<file path="config.mk">
export PLATFORM = sky130hd
export DESIGN_NAME = serial_addsub
export DESIGN_NICKNAME = d
export VERILOG_FILES = /design/src/rtl/serial_addsub_pkg.sv /design/src/rtl/addsub_bit_cell.sv /design/src/rtl/serial_addsub.sv
export SDC_FILE = /design/constraint.sdc
export NUM_CORES = 1
export LEC_CHECK = 0
export ABC_AREA = 1
export ABC_CLOCK_PERIOD_IN_PS = 2700
export CORE_UTILIZATION = 57
export DETAILED_ROUTE_END_ITERATION = 12
export PLACE_DENSITY = 0.84
export SETUP_SLACK_MARGIN = 0.2
export SYNTH_ARGS = -nofsm -noshare
export SYNTH_HDL_FRONTEND = slang
export SYNTH_HIERARCHICAL = 1
export SYNTH_SLANG_ARGS = --single-unit
</file>
<file path="constraint.sdc">
create_clock -name clk -period 2.7 [get_ports clk]
set_clock_uncertainty 0.2 [all_clocks]
set_input_delay 0.81 -clock clk [delete_from_list [all_inputs] [get_ports clk]]
set_output_delay 0.81 -clock clk [all_outputs]
set_load 0.005 [all_outputs]
</file>
<file path="src/rtl/serial_addsub_pkg.sv">
// Shared types for the bit-serial adder/subtractor: FSM states and op encodings.
package serial_addsub_pkg;

    typedef enum logic [1:0] {
        ST_IDLE = 2'd0,
        ST_RUN  = 2'd1,
        ST_DONE = 2'd2
    } state_t;

    localparam logic OP_ADD = 1'b0;
    localparam logic OP_SUB = 1'b1;

endpackage

</file>
<file path="src/rtl/addsub_bit_cell.sv">
// Combinational 1-bit add/subtract cell; cnext is carry (add) or borrow (sub).
import serial_addsub_pkg::*;

module addsub_bit_cell (
    input  logic x,
    input  logic y,
    input  logic cin,
    input  logic op,
    output logic s,
    output logic cnext
);

    always_comb begin
        s = x ^ y ^ cin;
        if (op == OP_SUB) begin
            // Borrow out when x - y - cin goes negative.
            cnext = (~x & y) | (~(x ^ y) & cin);
        end else begin
            cnext = (x & y) | ((x ^ y) & cin);
        end
    end

endmodule

</file>
<file path="src/rtl/serial_addsub.sv">
// Bit-serial W-bit adder/subtractor, LSB first, one shared cell, done pulse on completion.
// Optional two's-complement overflow output enabled with SERIAL_ADDSUB_OVF_EN.
import serial_addsub_pkg::*;

module serial_addsub #(
    parameter int W = 8
) (
    input  logic         clk,
    input  logic         rst_n,
    input  logic         start,
    input  logic         op,
    input  logic [W-1:0] a,
    input  logic [W-1:0] b,
    output logic         busy,
    output logic         done,
    output logic [W-1:0] result,
    output logic         cout
`ifdef SERIAL_ADDSUB_OVF_EN
    ,
    output logic         ovf
`endif
);

    localparam int CW = $clog2(W);
    localparam logic [CW-1:0] LAST = CW'(W - 1);

    state_t         state_q, state_d;
    logic [W-1:0]   a_sr_q, a_sr_d;
    logic [W-1:0]   b_sr_q, b_sr_d;
    logic [W-1:0]   res_sr_q, res_sr_d;
    logic [W-1:0]   result_q, result_d;
    logic [CW-1:0]  cnt_q, cnt_d;
    logic           op_q, op_d;
    logic           carry_q, carry_d;
    logic           busy_q, busy_d;
    logic           done_q, done_d;
    logic           cout_q, cout_d;
    logic           cell_s, cell_c;

`ifdef SERIAL_ADDSUB_OVF_EN
    logic a_msb_q, a_msb_d;
    logic b_msb_q, b_msb_d;
    logic ovf_q, ovf_d;
`endif

    addsub_bit_cell u_cell (
        .x     (a_sr_q[0]),
        .y     (b_sr_q[0]),
        .cin   (carry_q),
        .op    (op_q),
        .s     (cell_s),
        .cnext (cell_c)
    );

    always_comb begin
        state_d  = state_q;
        a_sr_d   = a_sr_q;
        b_sr_d   = b_sr_q;
        res_sr_d = res_sr_q;
        result_d = result_q;
        cnt_d    = cnt_q;
        op_d     = op_q;
        carry_d  = carry_q;
        cout_d   = cout_q;
`ifdef SERIAL_ADDSUB_OVF_EN
        a_msb_d  = a_msb_q;
        b_msb_d  = b_msb_q;
        ovf_d    = ovf_q;
`endif
        case (state_q)
            ST_IDLE, ST_DONE: begin
                if (start) begin
                    a_sr_d  = a;
                    b_sr_d  = b;
                    op_d    = op;
                    carry_d = 1'b0;
                    cnt_d   = '0;
`ifdef SERIAL_ADDSUB_OVF_EN
                    a_msb_d = a[W-1];
                    b_msb_d = b[W-1];
`endif
                    state_d = ST_RUN;
                end else begin
                    state_d = ST_IDLE;
                end
            end
            ST_RUN: begin
                a_sr_d   = a_sr_q >> 1;
                b_sr_d   = b_sr_q >> 1;
                res_sr_d = {cell_s, res_sr_q[W-1:1]};
                carry_d  = cell_c;
                cnt_d    = cnt_q + CW'(1);
                if (cnt_q == LAST) begin
                    // Final bit lands straight in the output register, not via res_sr_q.
                    result_d = {cell_s, res_sr_q[W-1:1]};
                    cout_d   = cell_c;
`ifdef SERIAL_ADDSUB_OVF_EN
                    if (op_q == OP_SUB) begin
                        ovf_d = (a_msb_q != b_msb_q) && (cell_s != a_msb_q);
                    end else begin
                        ovf_d = (a_msb_q == b_msb_q) && (cell_s != a_msb_q);
                    end
`endif
                    state_d = ST_DONE;
                end
            end
            default: state_d = ST_IDLE;
        endcase
        busy_d = (state_d == ST_RUN);
        done_d = (state_d == ST_DONE);
    end

    always_ff @(posedge clk or negedge rst_n) begin
        if (!rst_n) begin
            state_q  <= ST_IDLE;
            a_sr_q   <= '0;
            b_sr_q   <= '0;
            res_sr_q <= '0;
            result_q <= '0;
            cnt_q    <= '0;
            op_q     <= 1'b0;
            carry_q  <= 1'b0;
            busy_q   <= 1'b0;
            done_q   <= 1'b0;
            cout_q   <= 1'b0;
`ifdef SERIAL_ADDSUB_OVF_EN
            a_msb_q  <= 1'b0;
            b_msb_q  <= 1'b0;
            ovf_q    <= 1'b0;
`endif
        end else begin
            state_q  <= state_d;
            a_sr_q   <= a_sr_d;
            b_sr_q   <= b_sr_d;
            res_sr_q <= res_sr_d;
            result_q <= result_d;
            cnt_q    <= cnt_d;
            op_q     <= op_d;
            carry_q  <= carry_d;
            busy_q   <= busy_d;
            done_q   <= done_d;
            cout_q   <= cout_d;
`ifdef SERIAL_ADDSUB_OVF_EN
            a_msb_q  <= a_msb_d;
            b_msb_q  <= b_msb_d;
            ovf_q    <= ovf_d;
`endif
        end
    end

    assign busy   = busy_q;
    assign done   = done_q;
    assign result = result_q;
    assign cout   = cout_q;
`ifdef SERIAL_ADDSUB_OVF_EN
    assign ovf    = ovf_q;
`endif

endmodule

</file>
run_1/m3.png
Bar = 20 µm.
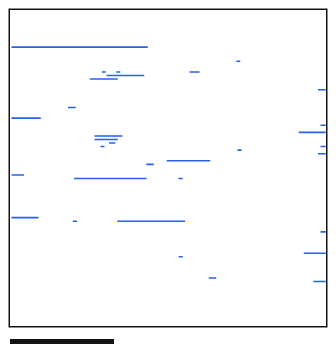
- longest straight run: 25.8 µm
- share of all routed wire: 3.2%

run_1/placed.png
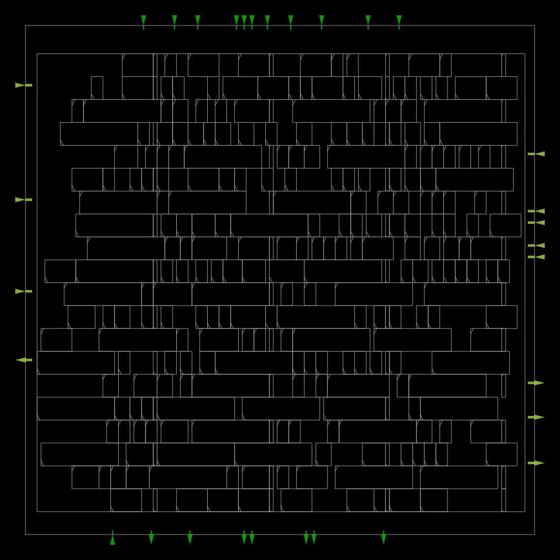
core region area: 3150 µm²
number of sequential storage elements: 41
well-tap cell count: 44
post-route non-filler standard cell count: 306

==> impl_metrics.py, run 1 <==
# Physical implementation metrics
metrics = {
    "run_status": {
        "outcome": "finished clean",
    },
    "final_timing": {
        "fmax_mhz": 448,
        "relSlewSlack_pct": 66.5,
        "rsz0062_at_grt": "no",
    },
    "synthesis": {
        "postSynthSeqShare_pct": 52.6,
        "synthesis.instances": 231,
        "ys_seq_elements": 41,
    },
    "detailed_routing": {
        "vias": 1505,
        "drt_iter0_drc": 74,
    },
    "cells_and_area": {
        "clock_tree_area_fraction_pct": 2.12,
        "layout.nonclk_buf_share_pct": 13.5,
        "drive_above_1_share_pct": 8.78,
        "comb_area_share_pct": 29.7,
        "non_clock_buffer_count": 32,
        "dominant-cell-class": "sequential cells",
    },
    "cts": {
        "clk-insertion-delay-late_ps": 360,
        "cts.root.buffer_cell": "clkbuf_4",
        "tritoncts_clock_tree": "yes",
    },
    "setup_path": {
        "worst_path_largest_cell_delay_ps": 500,
        "worst_r2r_startpoint": "state_q[1]",
        "critical_path_class": "reg2out",
        "crit_chain": "clkdlybuf4s50_1",
        "worst-r2r-setup-slack_ps": 940,
    },
    "place": {
        "place.port_buffers": 30,
    },
    "global_routing": {
        "number_of_global_route_vias_before_repair": 1386,
        "globalRouteOverflowTotal": 0,
    },
    "floorplan": {
        "design.portCount": 31,
        "die_area_um2": 3660,
    },
}
run_1/closeup.png
Region (10, 0) to (50, 40) µm. Cells in grey, sequential cells in the stronger grey; small squares are vias.
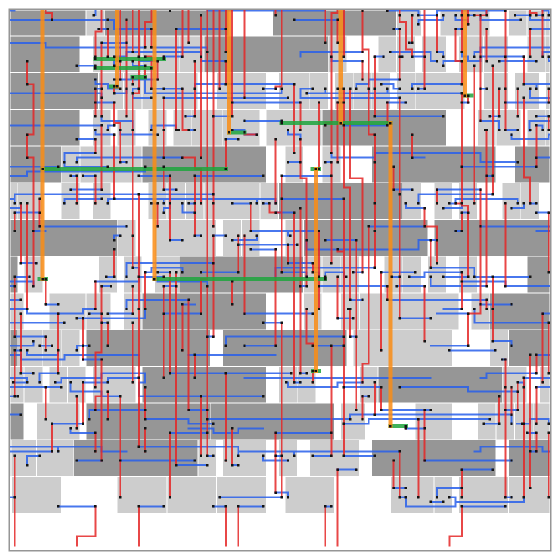
- M1: blue
- M3: green
- M4: orange
- M2: red
- netlist names of flops here include: a_sr_q (6), res_sr_q (5), result (5)
- cells with their middle in the window: 142
- most frequent: nand2_1 (46), dfrtp_1 (24), inv_1 (19)
- sequential cells in the window: 24

## run 1: worst max path at each step
| stage | start | end | slack, ps | cells after the start |
|---|---|---|---|---|
| after floorplan | start | a_sr_q[0] | 1150 | 6 |
| after global placement | start | a_sr_q[5] | 560 | 6 |
| after detailed placement | start | carry_q | 510 | 6 |
| after CTS | result[2] | result[2] | 450 | 1 |
| after global routing | result[7] | result[7] | 410 | 1 |
| final | result[1] | result[1] | 470 | 1 |
## run 1: metal layers
layer / vias up / part of all wire [%] / track usage [%]
met4: 0 / 4.3 / 17.2
met3: 17 / 3.2 / 4.90
met2: 36 / 47 / 36.4
met1: 696 / 45 / 29.3
met5: - / 0 / 0
li1: 756 / - / -
## run 1: power groups by stage
stage | logic [mW] | clock network (mW) | registers (mW)
after floorplan | 0.902 | 0 | 1.05
after global placement | 1.15 | 0 | 1.08
after detailed placement | 1.21 | 0 | 1.09
after CTS | 1.21 | 0.302 | 1.08
after global routing | 1.38 | 0.326 | 1.11
final | 1.20 | 0.296 | 1.08
## run 1: cell usage after synthesis, drive strengths merged
master   n  area [µm²]
a21oi    1        5.00
ha       2        25.0
buf      8        61.3
nor2     2        15.0
clkbuf   1        5.00
fa       2        40.0
dfrtp   41        1030
nand3   28         140
nand2   83         342
o21ai   18         116
inv     45         174
## run 1: stage by stage
step                      setup slack (ps)  instance area [µm²]  util (%)  cells
after floorplan                       1150                 1950         -    231
after global placement                 557                 2250      71.3    298
after detailed placement               514                 2250      71.3    298
after CTS                              449                 2300      72.9    306
after global routing                   408                 2300      72.9    306
final                                  467                 2300      72.9    306
## run 1: cell families (layout without fill, tap and decap cells)
family,count (synthesis),after routing
flops,41,41
fa+ha+maj,4,4
buf+inv,54,85
simple gates,113,113
compound gates,19,19
run_1/clock_wires.png
Bar = 20 µm.
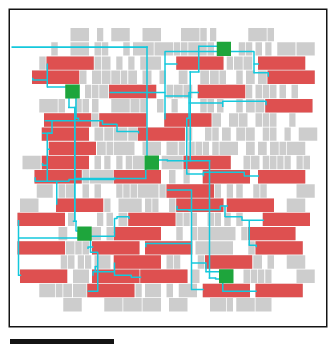

==> run 2, diff against run 1 <==
- ABC_CLOCK_PERIOD_IN_PS: 2700 -> 2300
- CORE_UTILIZATION: 57 -> 53
- PLACE_DENSITY: 0.84 -> 0.79
- clock period: 2.7 -> 2.3 ns (I/O delays scaled with it)
run_2/clock_wires.png
Bar = 20 µm.
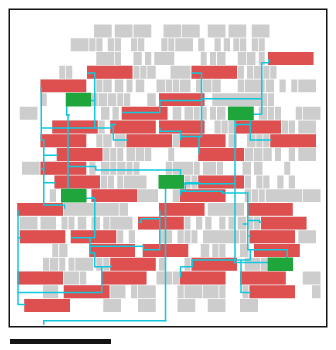
- clock wires: cyan (length 472 µm)
- clock-net drivers: green (count 5)
- flip-flops: red (count 41)
- routed clock nets: 6
part of the total power dissipated in the clock network: 20.2%
Late-Pin Clk Latency: 290 ps
power in the clock group: 0.676 mW

==> run 2 against run 1 <==
Routed wire length decreased by 3.4%. Final cell count increased by 0.65%. Cell area increased by 4.4%. Non-clock buffer count unchanged. Setup slack got worse by 210 ps. Critical endpoint is now result[2]. Largest power group unchanged.
==> impl_metrics.py, run 2 <==
# Physical implementation metrics
metrics = {
    "global_routing": {
        "grt.met3_usage_pct": 5.47,
        "global_route.usage.met2_pct": 34.5,
        "grt.busiest_layer": "met2",
        "number_of_global_route_vias_before_repair": 1454,
        "globalRouteOverflowTotal": 0,
        "grt_use_met1_pct": 26.9,
    },
    "final_timing": {
        "setup_slack_ps": 258,
        "relSlewSlack_pct": 65.8,
        "rsz0062_at_grt": "no",
    },
    "cts": {
        "tritoncts_clock_tree": "yes",
        "cts.root.buffer_cell": "clkbuf_8",
    },
    "synthesis": {
        "edf_count": 0,
        "synth_top_flop_cell": "dfrtp_1",
        "postSynthSeqShare_pct": 52.6,
        "synth_largest_type_area_fraction_pct": 52.6,
        "synth_cell_count_leaders": "79 x nand2_1, 42 x inv_1, 41 x dfrtp_1",
        "top_cells_by_area": "dfrtp_1 53%, nand2_1 15%, inv_1 8.1%, nand3_1 7.2%, o21ai_2 3.1%",
        "ys_async_sr_fraction_pct": 100,
        "synthesis.instances": 231,
        "ys_seq_elements": 41,
        "top_area_cell": "dfrtp_1",
    },
    "floorplan": {
        "design.portCount": 31,
        "fp.coreArea_um2": 3440,
        "die_area_um2": 3920,
    },
    "cells_and_area": {
        "drive_above_1_share_pct": 9.92,
        "layout.cells.non_filler": 308,
        "util_after_layout_pct": 69.6,
        "finalInstanceArea_um2": 2400,
    },
    "place": {
        "numPlacedInstances": 300,
        "placed_cell_area_um2": 2260,
        "place.port_buffers": 30,
        "place_worst_setup_slack_ps": 235,
    },
    "detailed_routing": {
        "vias": 1433,
        "drt_pass_1_iters": 4,
        "totalWireLength_um": 3550,
        "drt_iter0_drc": 101,
        "drt.antenna.violating_nets": 0,
    },
    "setup_path": {
        "critical_path_class": "reg2out",
        "critPathSlowestCell": "clkdlybuf4s50_1",
        "worst_path_largest_cell_delay_ps": 500,
        "crit_chain": "clkdlybuf4s50_1",
    },
    "run_status": {
        "outcome": "finished clean",
    },
}
run_2/closeup.png
Region (11, 0) to (51, 40) µm. Cells in grey, sequential cells in the stronger grey; small squares are vias.
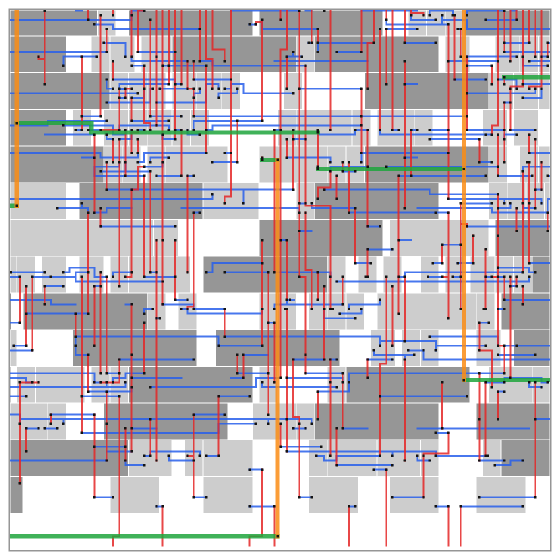
- M2: red
- M1: blue
- M4: orange
- M3: green
- sequential cells in the window: 23
- netlist names of flops here include: result (6), a_sr_q (5), res_sr_q (4)
- cells with their middle in the window: 127
- most frequent: nand2_1 (46), dfrtp_1 (23), inv_1 (15)

-- run 2: netlist changes by cell type in the layout (fill, tap and decap cells not counted), sizes merged --
cell	before	now
clkbuf	8	5
bufinv	0	2
clkinv	0	1
-- run 2: worst register-to-register path, delay by kind of cell (launching register included) --
family / cells / cell delay (ps)
flip-flops: 1 / 420
buffers and inverters: 2 / 370
AND/OR/NAND/NOR: 4 / 660
-- run 2: layer usage --
metal / vias up / wire, µm
met5: - / 0
li1: 749 / -
met1: 650 / 1680
met3: 8 / 127
met4: 0 / 73
met2: 26 / 1660
-- run 2: report_power, final --
part	switching (mW)	leakage [nW]	internal (mW)
Sequential	0.211	0.510	1.06
Combinational	0.809	0.714	0.578
Clock	0.245	0.0681	0.431
Total	1.27	1.29	2.07
-- run 2: cell type report --
class / count / area, µm²
Clock buffer: 5 / 68.8
Clock inverter: 3 / 65.1
Fill cell: 265 / 1040
Inverter: 45 / 174
Multi-Input combinational cell: 136 / 683
Sequential cell: 41 / 1030
Tap cell: 46 / 57.6
Timing Repair Buffer: 32 / 323
-- run 2: path summary, 6_finish.rpt --
| kind | slack [ps] | end | depth (start not counted) | start |
|---|---|---|---|---|
| worst max-delay path | 260 | result[2] | 1 | result[2] |
| worst min-delay path | 160 | done | 1 | rst_n |
| worst max register to register | 530 | a_sr_q[5] | 6 | state_q[1] |
| worst min register to register | 280 | a_sr_q[3] | 2 | a_sr_q[3] |
| max in group asynchronous | 1260 | b_sr_q[7] | 2 | rst_n |
| min in group clk | 280 | a_sr_q[3] | 2 | a_sr_q[3] |
==> run 3, diff against run 2 <==
- CTS_CLUSTER_SIZE: not set -> 25
run_3/clock_wires.png
Bar = 20 µm.
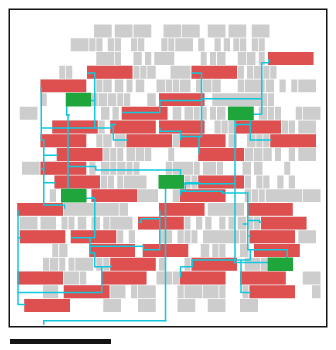
- flip-flops: red (count 41)
- clock-net drivers: green (count 5)
- clock wires: cyan (length 472 µm)
- routed clock nets: 6

run_3/closeup.png
Region (11, 0) to (51, 40) µm. Cells in grey, sequential cells in the stronger grey; small squares are vias.
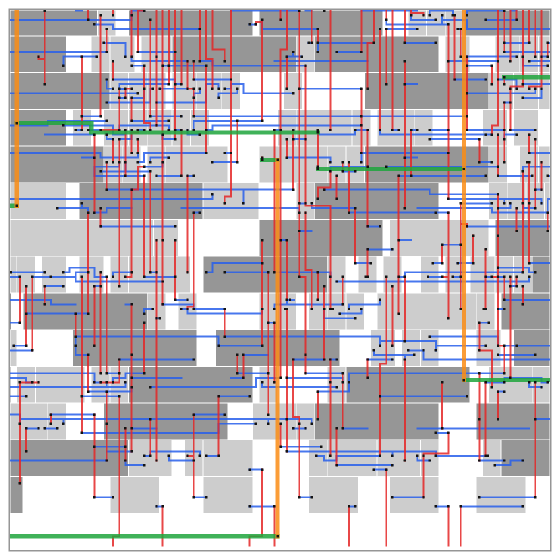
- M4: orange
- M2: red
- M3: green
- M1: blue
- most frequent: nand2_1 (46), dfrtp_1 (23), inv_1 (15)
- sequential cells in the window: 23
- netlist names of flops here include: result (6), a_sr_q (5), res_sr_q (4)
- cells with their middle in the window: 127

==> run 3 against run 2 <==
Via count did not move. Core utilization unchanged. Largest cell class unchanged. Setup slack did not move. Sequential share of layout area did not move. Largest power group unchanged. Fmax unchanged. Flip-flop count is the same.
==> impl_metrics.py, run 3 <==
# Physical implementation metrics
metrics = {
    "final_timing": {
        "rsz0062_at_grt": "no",
        "fmax_mhz": 490,
        "count_of_endpoints_failing_setup_in_the_final_report": 0,
        "post-route-period-util_pct": 88.8,
        "timing.setup.tns_ps": 0,
        "setup_slack_ps": 258,
        "relSlewSlack_pct": 65.8,
    },
    "floorplan": {
        "design.portCount": 31,
        "die_area_um2": 3920,
        "fp.coreArea_um2": 3440,
    },
    "place": {
        "place.port_buffers": 30,
        "gp_congestion": 0.757,
        "place_worst_setup_slack_ps": 235,
    },
    "detailed_routing": {
        "totalWireLength_um": 3550,
        "drt_pass_1_iters": 4,
        "drt.antenna.violating_nets": 0,
        "drt_drc_violations_left": 0,
        "drt_iter0_drc": 101,
    },
    "setup_path": {
        "terminus_of_the_critical_flop_to_flop_path": "a_sr_q[5]",
        "worst-r2r-setup-slack_ps": 530,
        "r2r_cells": 6,
        "critPathSlowestCell": "clkdlybuf4s50_1",
        "worst_path_largest_cell_delay_ps": 500,
        "worst-path-stages": 1,
        "crit_chain": "clkdlybuf4s50_1",
        "critical_path_class": "reg2out",
        "worst_r2r_startpoint": "state_q[1]",
    },
    "global_routing": {
        "globalRouteOverflowTotal": 0,
        "number_of_global_route_vias_before_repair": 1454,
    },
    "synthesis": {
        "top_cells_by_area": "dfrtp_1 53%, nand2_1 15%, inv_1 8.1%, nand3_1 7.2%, o21ai_2 3.1%",
        "edf_count": 0,
        "synthesis.instances": 231,
        "synth.most_common_cell": "nand2_1",
        "synth_cell_count_leaders": "79 x nand2_1, 42 x inv_1, 41 x dfrtp_1",
        "ys_async_sr_fraction_pct": 100,
        "ys_seq_elements": 41,
        "synth_largest_type_area_fraction_pct": 52.6,
        "postSynthSeqShare_pct": 52.6,
        "synth_top_flop_cell": "dfrtp_1",
    },
    "cells_and_area": {
        "drive_above_1_share_pct": 9.92,
        "util_after_layout_pct": 69.6,
    },
    "cts": {
        "cts.root.buffer_cell": "clkbuf_8",
        "clk-insertion-delay-late_ps": 290,
        "cts_setup_buffers": 0,
        "tritoncts_clock_tree": "yes",
    },
    "min_path": {
        "timing.hold.worst.class": "in2async",
    },
    "run_status": {
        "outcome": "finished clean",
    },
    "job": {
        "drv_cap": 0,
    },
}
run 3: cell counts after synthesis:
No cell type changed its count.
run 3: cell type report:
type,instances,area (µm²)
Clock buffer,5,68.8
Clock inverter,3,65.1
Fill cell,265,1040
Inverter,45,174
Multi-Input combinational cell,136,683
Sequential cell,41,1030
Tap cell,46,57.6
Timing Repair Buffer,32,323
run 3: worst register-to-register path, stage by stage, from the launching register on:
cell and delay (ps):
dfrtp_1 420, inv_2 240, nand2_4 250, nand2_4 280
inv_4 130, nand2_1 80, nand2_1 50
run 3: per-stage QoR:
| stage | area (µm²) | std cells |
|---|---|---|
| CTS | 2400 | 308 |
| detailed placement | 2260 | 300 |
| global route | 2400 | 308 |
| floorplan | 1950 | 231 |
| global placement | 2260 | 300 |
| finish | 2400 | 308 |
run 3: worst max-delay path by stage:
stage              start         to  slack, ps
4_1_cts        result[5]  result[5]        240
6_report       result[2]  result[2]        260
3_5_place_dp       start  a_sr_q[5]        230
5_1_grt        result[2]  result[2]        210
3_3_place_gp       start  a_sr_q[4]        280
2_1_floorplan      start  a_sr_q[0]        870
run 3: power breakdown:
part,internal [mW],total (mW),switching (mW)
logic,0.578,1.39,0.809
clock network,0.431,0.676,0.245
registers,1.06,1.28,0.211
total,2.07,3.34,1.27
run 3: cell families after synthesis:
kind of cell    share of synthesized area, %
simple gates                            25.5
buf+inv                                 12.3
fa+ha+maj                               3.34
flops                                   52.6
compound gates                          6.23
run 3: routing by layer:
layer  track usage, %  wire, µm  vias to the layer above
met1             26.9      1680                      650
met5                0         0                        -
li1                 -         -                      749
met3             5.47       127                        8
met2             34.5      1660                       26
met4             10.5        73                        0

==> notes/layouts.md <==
Pictures saved along the way, in no particular order.

Wiring by layer.
panel A
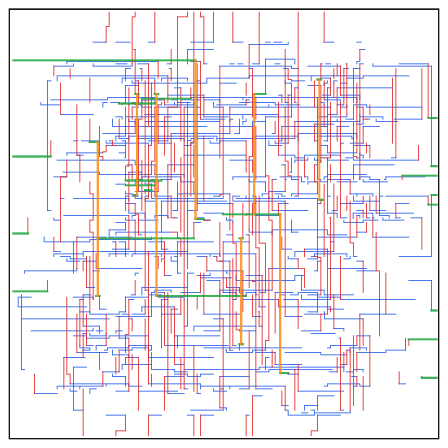
panel B
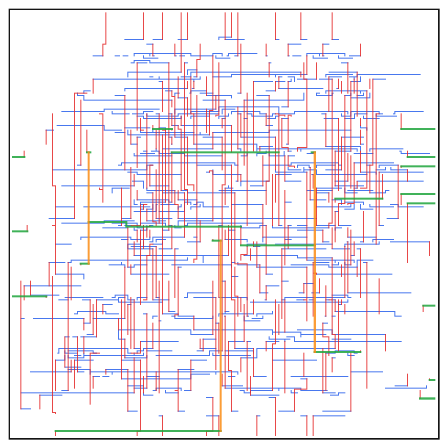
Panel B comes from run 3.
Panel A comes from run 1.

Key to panel A:
- M4: orange (wire length 158 µm)
- M2: red (wire length 1,740 µm)
- M1: blue (wire length 1,660 µm)
- M3: green (wire length 116 µm)

Power figures rest on the tool's default switching activity, not on a simulated workload.
